## src/rtl/fetch_unit.sv

```systemverilog
// fetch_unit: owns the PC, fetches words over a req/ack handshake and buffers {pc, inst} for IF_ID.
// Redirects flush the buffer; a request still in flight at redirect has its reply dropped.
module fetch_unit #(
   parameter logic [31:0] ResetPC   = 32'h0000_0000,
   parameter int          FifoDepth = 2,
   parameter logic [31:0] NopInst   = 32'h0000_0013
) (
   input  logic        clk,
   input  logic        rst_n,
   output logic        imemReq,
   output logic [31:0] imemAddr,
   input  logic        imemAck,
   input  logic [31:0] imemData,
   input  logic        stall,
   input  logic        redirectValid,
   input  logic [31:0] redirectPC,
   output logic        instValid,
   output logic [31:0] instOut,
   output logic [31:0] pcOut
);
   localparam int PW = $clog2(FifoDepth);
   localparam int CW = $clog2(FifoDepth + 1);
   localparam logic [PW-1:0] LAST = PW'(FifoDepth - 1);
   localparam logic [CW-1:0] FULL = CW'(FifoDepth);

   typedef enum logic {IDLE, FETCH} state_t;

   state_t         state;
   logic [31:0]    pc;
   logic           discard;
   logic [CW-1:0]  count;
   logic [PW-1:0]  rd_ptr;
   logic [PW-1:0]  wr_ptr;
   logic [31:0]    fifo_pc   [FifoDepth];
   logic [31:0]    fifo_inst [FifoDepth];
   logic           fire;
   logic           push;
   logic           pop;

   function automatic logic [PW-1:0] nxt(input logic [PW-1:0] p);
      return (p == LAST) ? '0 : p + 1'b1;
   endfunction

   // Request stays up while a discarded reply is still owed, even with a full buffer.
   assign imemReq   = (state == FETCH) && ((count < FULL) || discard);
   assign imemAddr  = pc;
   assign fire      = imemReq && imemAck;
   assign push      = fire && !discard && !redirectValid;
   assign pop       = instValid && !stall && !redirectValid;
   assign instValid = (count != '0);
   assign instOut   = instValid ? fifo_inst[rd_ptr] : NopInst;
   assign pcOut     = instValid ? fifo_pc[rd_ptr] : 32'h0;

   always_ff @(posedge clk or negedge rst_n) begin
      if (!rst_n) begin
         state   <= IDLE;
         pc      <= ResetPC;
         discard <= 1'b0;
         count   <= '0;
         rd_ptr  <= '0;
         wr_ptr  <= '0;
      end else begin
         state <= FETCH;
         if (redirectValid) begin
            pc      <= {redirectPC[31:2], 2'b00};
            discard <= imemReq && !imemAck;
            count   <= '0;
            rd_ptr  <= '0;
            wr_ptr  <= '0;
         end else begin
            if (fire) discard <= 1'b0;
            if (push) begin
               pc     <= pc + 32'd4;
               wr_ptr <= nxt(wr_ptr);
            end
            if (pop) rd_ptr <= nxt(rd_ptr);
            count <= count + CW'(push) - CW'(pop);
         end
      end
   end

   always_ff @(posedge clk) begin
      if (push) begin
         fifo_pc[wr_ptr]   <= pc;
         fifo_inst[wr_ptr] <= imemData;
      end
   end
endmodule

```

## config.mk

```make
export PLATFORM = sky130hd
export DESIGN_NAME = fetch_unit
export DESIGN_NICKNAME = d
export VERILOG_FILES = /design/src/rtl/fetch_unit.sv
export SDC_FILE = /design/constraint.sdc
export NUM_CORES = 1
export LEC_CHECK = 0
export CORE_MARGIN = 2
export CORE_UTILIZATION = 30
export CTS_CLUSTER_DIAMETER = 60
export DETAILED_ROUTE_END_ITERATION = 10
export PLACE_DENSITY_LB_ADDON = 0.05
export SLEW_MARGIN = 20
export SYNTH_ARGS = -nofsm -noshare
export SYNTH_HDL_FRONTEND = slang
export SYNTH_SLANG_ARGS = --single-unit
```

## constraint.sdc

```tcl
create_clock -name clk -period 5.4 [get_ports clk]
set_input_delay 0.54 -clock clk [delete_from_list [all_inputs] [get_ports clk]]
set_output_delay 0.54 -clock clk [all_outputs]
set_load 0.05 [all_outputs]
```

Fig. 1: routed clock nets over the placement
Drawn at 4 px/um.
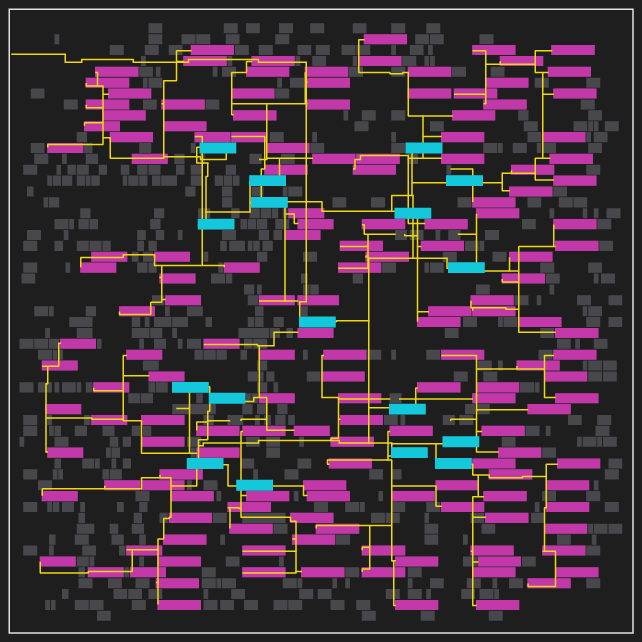
[cyan] clock-net drivers | count: 17
[yellow] clock wires | length: 2,090 um
[magenta] flip-flops | count: 160
flops lie: all over the die
Clock Skew: 0.0113 ns
Clock Power: 1.20 mW
clk_lat worst skew: 0.42 ns

Fig. 2: local utilization
Drawn at 2 px/um. 16 x 16 tiles, from black (low) to pale yellow (high), 0 to 100% covered.
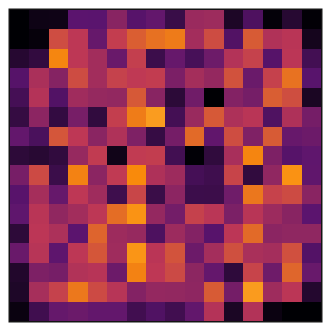
fullest tile: 78%
nearly empty tiles: 3.5%
tiles over 75% full: 2.0%
Util after Layout: 41.3%
core area: 0.0226 sq mm
Init Core Util: 30.5%

==> impl_metrics.py <==
# Synthesis and PnR figures
metrics = {
    "final_timing": {
        "setup_ws_ns": 1.91,
        "rsz0062_at_grt": "no",
        "worstMarginPinSlew_ns": 0.995,
        "finalCriticalPeriod_ns": 3.49,
        "max_slew_margin_pct": 33.7,
        "finalMaxSlewViolations": 0,
        "post-route-period-util_pct": 64.7,
    },
    "logic_synthesis": {
        "synth.most_common_cell": "edfxtp_1",
        "ys_seq_share_pct": 67.1,
        "ys.flop_type": "edfxtp_1",
        "yosys_cells": 511,
        "yosysTopAreaCell": "edfxtp_1",
        "syn_inst": 511,
        "xor_share_pct": 1.65,
        "synth_chip_area_sq_mm": 0.00689,
        "top_logic_kind": "simple AND/OR/NAND/NOR gates",
        "syn_area_per_cell_sq_um": 13.5,
        "syn_area_sq_mm": 0.00689,
        "synth_top_area_share_pct": 54.1,
    },
    "worst_setup_path": {
        "path_buffers": 2,
        "crit_path_end_kind": "output pin",
        "arrival_ns": 2.95,
        "rr_worst_depth": 8,
        "crit_type": "flip-flop to output pin",
        "critPathMaxFanout": 40,
        "regToRegEndpoint": "count[1]",
    },
    "power": {
        "pg_seq_mw": 1.45,
        "clock_power_share_pct": 36.8,
        "pwr-share-comb_pct": 18.6,
    },
    "placement": {
        "place_inst": 933,
    },
    "routing": {
        "num_vias": 4635,
        "wl_met2_mm": 8.68,
        "viasPerCell": 4.80,
        "met1_length_mm": 7.91,
        "post-route-drc-count": 0,
        "wl_per_cell_um": 18.0,
        "drtIter0Drc": 227,
    },
    "final_layout": {
        "comb_cells": 319,
        "fillers": 2153,
        "nets": 739,
        "num-clock-buffers": 19,
        "mi_logic_area_sq_mm": 0.00210,
        "seq_cells": 160,
        "comb-cell-share_pct": 22.5,
        "lay_top_count": "clkdlybuf4s50_1",
        "final_cells": 965,
        "largest_class": "flip-flops and latches",
        "buf_share_pct": 17.5,
        "area.growth.synth_to_final_pct": 35.2,
    },
    "clock_tree": {
        "cts.reportedPaths.clkPinSlew_ns": 0.07,
        "cts_buffers": 17,
        "postCtsSetupRepairBufs": 0,
    },
    "global_routing": {
        "grt_util_met2_pct": 24.7,
        "grt_pass1_vias": 4689,
        "grt_pass1_wl_mm": 27.2,
        "antenna_found_initial": 0,
        "grtUsageTotal_pct": 14.8,
    },
    "outcome": {
        "status": "completed",
    },
    "die": {
        "io_pins": 167,
        "die_y_um": 156,
    },
    "worst_hold_path": {
        "hold_class": "input port to async pin",
    },
}
Fig. 3: cell classes on the final placement
Drawn at 2 px/um. Fill, decap, tap and diode cells in grey.
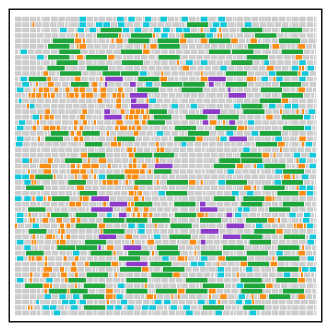
[cyan] remaining buffers and delay cells | cells: 165 | share of their area: 18%
[purple] clock drivers and dummy loads | cells: 32 | share of their area: 6.5%
[orange] remaining logic cells | cells: 323 | share of their area: 24%
[green] sequential cells | cells: 160 | share of their area: 52%
Final Cell Area: 0.00931 sq mm
FP Rows: 55
flop share of the area: 49.7%

Fig. 4: zoomed window
Window x 65 to 90, y 65 to 90 um. Cells in grey, sequential cells in the stronger grey; small squares are vias.
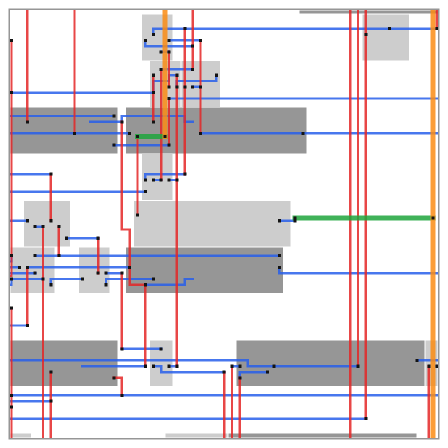
[red] M2
[blue] M1
[orange] M4
[green] M3
cells with their middle in the window: 15
netlist names of flops here include: `imemAddr` (3)
most frequent: dfrtp_1 (3)
sequential cells in the window: 5

Power figures rest on the tool's default switching activity, not on a simulated workload.
